Figure 1. Track usage over the die.
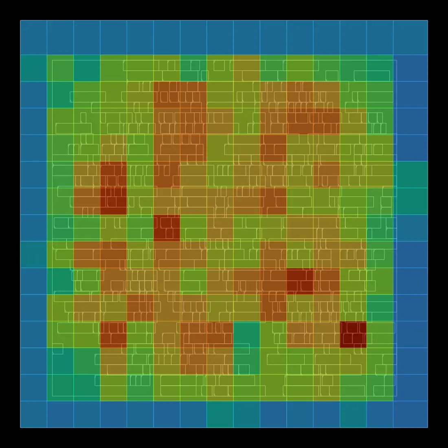
Figure 2. Port wiring.
Scale: 2 px per µm.
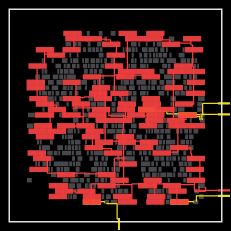
Figure 3. Clock network drawn from the DEF.
Scale: 4 px per µm.
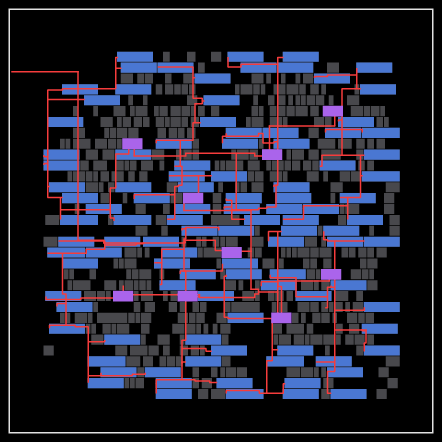
Figure 4. Cell area per tile.
Scale: 4 px per µm. The die is cut into 11 by 11 equal tiles; dark blue is low, red is high, 0 to 100% covered.
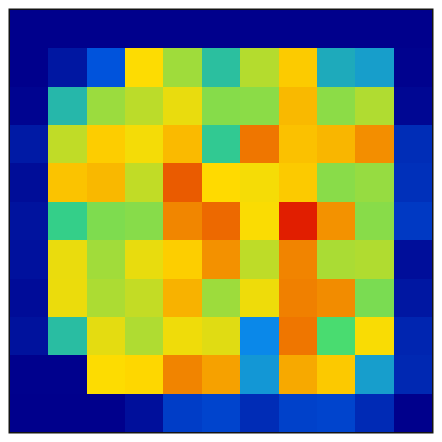
Figure 5. Met4 routing.
Scale: 4 px per µm. Supply wires on this layer in grey.
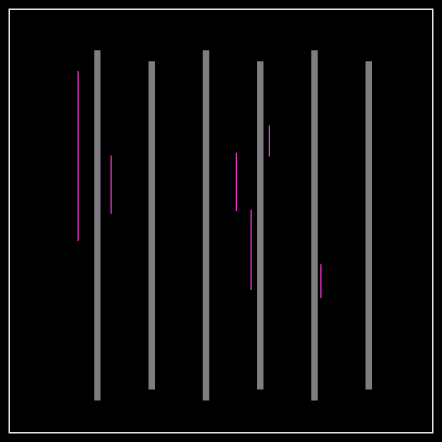
### config.mk
export PLATFORM = sky130hd
export DESIGN_NAME = btn_conditioner
export DESIGN_NICKNAME = d
export VERILOG_FILES = /design/src/rtl/btn_conditioner.sv
export SDC_FILE = /design/constraint.sdc
export NUM_CORES = 1
export LEC_CHECK = 0
export CAP_MARGIN = 25
export CORE_MARGIN = 8
export CORE_UTILIZATION = 60
export DETAILED_ROUTE_END_ITERATION = 12
export MAX_ROUTING_LAYER = met4
export PLACE_DENSITY_LB_ADDON = 0.2
export SYNTH_ARGS = -nofsm -noshare
export SYNTH_HDL_FRONTEND = slang
export SYNTH_SLANG_ARGS = --single-unit
export TNS_END_PERCENT = 5
### constraint.sdc
create_clock -name clk -period 2.4 [get_ports clk]
set_clock_uncertainty 0.15 [all_clocks]
set_input_delay 0.48 -clock clk [delete_from_list [all_inputs] [get_ports clk]]
set_output_delay 0.48 -clock clk [all_outputs]
set_load 0.1 [all_outputs]
### src/rtl/btn_conditioner.sv
// Purpose: push-button conditioner with a 2-flop synchronizer, a counter debouncer and a press/release FSM per channel.
// Latency: a raw change sampled at edge 0 reaches pressed/press_pulse/release_pulse at edge DEBOUNCE_CYCLES+2.
// Backpressure: none; the outputs are free-running levels and one-cycle strobes. Optional macro: BTN_CONDITIONER_REPEAT_EN (auto-repeat).
module btn_conditioner #(
    parameter int N_BTN           = 4,
    parameter int DEBOUNCE_CYCLES = 1000000,
    parameter int BTN_ACTIVE_LOW  = 1,
    parameter int REPEAT_DELAY    = 50000000,
    parameter int REPEAT_PERIOD   = 10000000
) (
    input  logic             clk,
    input  logic             reset_n,
    input  logic [N_BTN-1:0] btn_raw,
    output logic [N_BTN-1:0] pressed,
    output logic [N_BTN-1:0] press_pulse,
    output logic [N_BTN-1:0] release_pulse
);

    localparam int                 CNT_W   = $clog2(DEBOUNCE_CYCLES);
    localparam logic [CNT_W-1:0]   CNT_MAX = CNT_W'(DEBOUNCE_CYCLES - 1);
    localparam logic               POL     = (BTN_ACTIVE_LOW != 0);
    localparam logic [N_BTN-1:0]   REL_LVL = {N_BTN{POL}};

    // A debounce window below two cycles or a zero repeat interval is meaningless.
    if (DEBOUNCE_CYCLES < 2 || REPEAT_DELAY < 1 || REPEAT_PERIOD < 1) begin : g_param_check
        $error("btn_conditioner: illegal parameter value");
    end

`ifdef BTN_CONDITIONER_REPEAT_EN
    localparam int RPT_MAX = (REPEAT_DELAY > REPEAT_PERIOD) ? REPEAT_DELAY : REPEAT_PERIOD;
    localparam int RPT_W   = $clog2(RPT_MAX + 1);
    localparam logic [RPT_W-1:0] DLY_LAST = RPT_W'(REPEAT_DELAY - 1);
    localparam logic [RPT_W-1:0] PER_LAST = RPT_W'(REPEAT_PERIOD - 1);
    typedef enum logic [1:0] {IDLE, HELD, REPEAT} state_t;
`else
    typedef enum logic {IDLE, HELD} state_t;
`endif

    logic [N_BTN-1:0] sync1;
    logic [N_BTN-1:0] sync2;
    logic [N_BTN-1:0] act;

    // Two-flop synchronizer; reset loads the released level so no false edge appears at reset exit.
    always_ff @(posedge clk or negedge reset_n) begin
        if (!reset_n) begin
            sync1 <= REL_LVL;
            sync2 <= REL_LVL;
        end else begin
            sync1 <= btn_raw;
            sync2 <= sync1;
        end
    end

    // Normalize polarity so 1 always means held down.
    assign act = sync2 ^ REL_LVL;

    for (genvar i = 0; i < N_BTN; i++) begin : g_chan
        logic [CNT_W-1:0] cnt;
        logic             level;
        state_t           state;
        state_t           state_n;
        logic             press_n;
        logic             rel_n;
        logic             pressed_q;
        logic             press_q;
        logic             rel_q;
`ifdef BTN_CONDITIONER_REPEAT_EN
        logic [RPT_W-1:0] rcnt;
        logic [RPT_W-1:0] rcnt_n;
`endif

        // Debouncer: a new level is accepted only after DEBOUNCE_CYCLES consecutive differing samples.
        always_ff @(posedge clk or negedge reset_n) begin
            if (!reset_n) begin
                cnt   <= '0;
                level <= 1'b0;
            end else if (act[i] == level) begin
                cnt <= '0;
            end else if (cnt == CNT_MAX) begin
                level <= act[i];
                cnt   <= '0;
            end else begin
                cnt <= cnt + CNT_W'(1);
            end
        end

        // Next-state and strobe decode; a release always wins over a repeat in the same cycle.
        always_comb begin
            state_n = state;
            press_n = 1'b0;
            rel_n   = 1'b0;
`ifdef BTN_CONDITIONER_REPEAT_EN
            rcnt_n  = rcnt;
`endif
            case (state)
                IDLE: begin
                    if (level) begin
                        state_n = HELD;
                        press_n = 1'b1;
`ifdef BTN_CONDITIONER_REPEAT_EN
                        rcnt_n  = '0;
`endif
                    end
                end
                HELD: begin
                    if (!level) begin
                        state_n = IDLE;
                        rel_n   = 1'b1;
`ifdef BTN_CONDITIONER_REPEAT_EN
                        rcnt_n  = '0;
                    end else if (rcnt == DLY_LAST) begin
                        state_n = REPEAT;
                        press_n = 1'b1;
                        rcnt_n  = '0;
                    end else begin
                        rcnt_n  = rcnt + RPT_W'(1);
`endif
                    end
                end
`ifdef BTN_CONDITIONER_REPEAT_EN
                REPEAT: begin
                    if (!level) begin
                        state_n = IDLE;
                        rel_n   = 1'b1;
                        rcnt_n  = '0;
                    end else if (rcnt == PER_LAST) begin
                        press_n = 1'b1;
                        rcnt_n  = '0;
                    end else begin
                        rcnt_n  = rcnt + RPT_W'(1);
                    end
                end
`endif
                default: state_n = IDLE;
            endcase
        end

        // State and registered outputs.
        always_ff @(posedge clk or negedge reset_n) begin
            if (!reset_n) begin
                state     <= IDLE;
                pressed_q <= 1'b0;
                press_q   <= 1'b0;
                rel_q     <= 1'b0;
`ifdef BTN_CONDITIONER_REPEAT_EN
                rcnt      <= '0;
`endif
            end else begin
                state     <= state_n;
                pressed_q <= (state_n != IDLE);
                press_q   <= press_n;
                rel_q     <= rel_n;
`ifdef BTN_CONDITIONER_REPEAT_EN
                rcnt      <= rcnt_n;
`endif
            end
        end

        assign pressed[i]       = pressed_q;
        assign press_pulse[i]   = press_q;
        assign release_pulse[i] = rel_q;
    end

endmodule

==> run summary <==
Critical Path Start Type: flop
Cells after Synth: 478
sequential share of the synthesized area: 54.33%
Worst-path clk slew: 90 ps
combinational power share: 4.0%
FF-to-FF setup slack: 170 ps
GPL Wtd Cong: 0.7971
pin count of the biggest net entering global routing: 47
count leader, synth: dfrtp_1
YS warnings: 0
outcome: completed
fin nets: 500
Setup Crit Path Kind: flop to flop
Top FF cell, synth: dfrtp_1
Power Combinational: 0.114 mW
Clock Path Buffers: 2
tool warnings: 26
Area Growth Syn to Fin: 8.301%
Slew @ Worst Pin: 603.1 ps
period utilization: 93.10%
fillers: 603
ys async rst share: 100.0%
global-route wire length before repair: 14720 µm
clock tree root driver cell: clkbuf_8
WHS Path Cells: 0
dominant logic cell types in the final layout: 96 x dfrtp_1, 64 x nor2_1, 37 x xnor2_1, 27 x nand2_1, 24 x a21oi_1
CTS sink cnt: 104
row cnt: 32
WL met2: 3879 µm
layout cells sized above 1: 10.71%
Sequential Power Share: 62.6%
most frequent logic cell in the layout: dfrtp_1
WL final: 8243 µm
CTS tree: built
post_cts resized: 0
Max-area cell share: 49.96%
count of different cell masters after synthesis: 33
Max VDD drop: 0.3760 mV
Flop+latch power: 1.80 mW
Hold Crit Endpoint: sync2[0]
Critical Path RT: 2540 ps
Top Consumer: registers
Die Width: 105.5 µm
Detailed Place HPWL: 5781 µm
Top Metal Used: met4
Cell Pwr Density: 552.0 nW/µm²
area leader, netlist: dfrtp_1
Yosys chip area: 4808 µm²
Inserted Clock Buffers: 9
EDFF count, synth: 0
vias in the first global route: 3243
Post-route DRC: 0
Psw: 0.6506 mW
hold slack: 212.5 ps
Register-to-Register Path Depth: 5
setup violators final: 0
FMAX: 447.6 MHz
CP Max Fanout: 8
Logic area: 1982 µm²
Leakage: 2.095 nW
vias per cell: 5.588
synth cell count leaders: 96 x dfrtp_1, 64 x nor2_1, 37 x xnor2_1
Post-Syn Nets: 488
Initial DRT Pass Iterations: 4
max cap viols: 0
pre-CTS setup slack: 200.3 ps
fin. max-slew vios: 0
area of the core: 7767 µm²
final setup margin: 165.7 ps
-- Figure 1 (at the start) --
Finished Core Util: 67.04%
layer with the highest usage: met2
M3 GR Usage: 5.238%
Total GRT Usage: 16.45%
met1 usage: 20.58%

-- Figure 2 (at the start) --
[yellow] `release_pulse` | bits: 4 | direction: output | edge: 3 right, 1 bottom | end cells: 4 | buffers: 4 | wire: 89.7 µm
[red] `reset_n` | bits: 1 | direction: input | edge: right | end cells: 104 | buffers: 5 | wire: 729 µm
IO Pins: 18
Port Buffers: 17

-- Figure 3 (at the start) --
[red] clock wires | length: 1170 µm
[blue] flip-flops | count: 104
[purple] clock-net drivers | count: 9
routed clock nets: 10
flops lie: widely spread
Clk power: 0.961 mW
clk_lat worst skew: 360 ps
power share of the clock group: 33.4%

-- Figure 4 (at the start) --
nearly empty tiles: 17%
mean over tiles: 46%
emptiest ninth of the die: top left
tiles over 75% full: 24%

-- Figure 5 (at the start) --
longest straight run: 42.2 µm
nets with wire on the layer: 4
share of all routed wire: 1.3%
wire length on this layer: 106 µm
main direction: vertical

==> sequential cells by signal, summed over array words and instances (netlist names) <==
name              cells
g_chan.rel_q          4
g_chan.level          4
g_chan.pressed_q      4
sync1                 4
sync2                 4
g_chan.press_q        4
g_chan.cnt           80
==> through the flow <==
step                instances  utilization, %  cell area, µm²
floorplan                 478               -            4808
global route              597           67.04            5207
CTS                       597           67.04            5207
global placement          580           64.77            5031
detailed placement        580           64.77            5031
finish                    597           67.04            5207
==> logic make-up (layout without fill, tap and decap cells) <==
kind of cell,count (synthesis),in the layout,synth area share [%]
AOI/OAI and AO/OA,54,54,6.427
xor gates and xnor gates,52,52,9.472
and+or+nand+nor,214,214,23.34
buffers and inverters,47,64,4.762
muxes,3,3,0.6245
adders and majority gates,4,4,1.041
DFF,104,104,54.33
==> layout make-up <==
cell class | count | area share [%]
repair buffers | 27 | 4.613
flip-flops and latches | 104 | 50.17
clock buffers | 13 | 2.859
clock inverters | 3 | 0.3364
well taps | 102 | 2.451
inverters | 21 | 1.514
multi-input cells | 327 | 38.06
==> worst max-delay path, stage by stage (launching register included) <==
cell and delay [ps]:
dfrtp_1 390, ha_1 200, nand2_1 90, or4_1 660, or4_1 520, a21oi_1 150
==> worst max-delay path by stage <==
stage,from,endpoint,slack [ps],cells after the start
floorplan,g_chan[0].cnt[0],g_chan[0].cnt[18],300,6
global placement,g_chan[0].cnt[0],g_chan[0].cnt[18],260,5
detailed placement,g_chan[0].cnt[0],g_chan[0].cnt[18],200,5
CTS,g_chan[0].cnt[0],g_chan[0].cnt[18],170,5
global route,g_chan[0].cnt[0],g_chan[0].cnt[18],30,5
finish,g_chan[0].cnt[0],g_chan[0].cnt[18],170,5
No activity file was given, so power comes from the tool's default toggle rates.
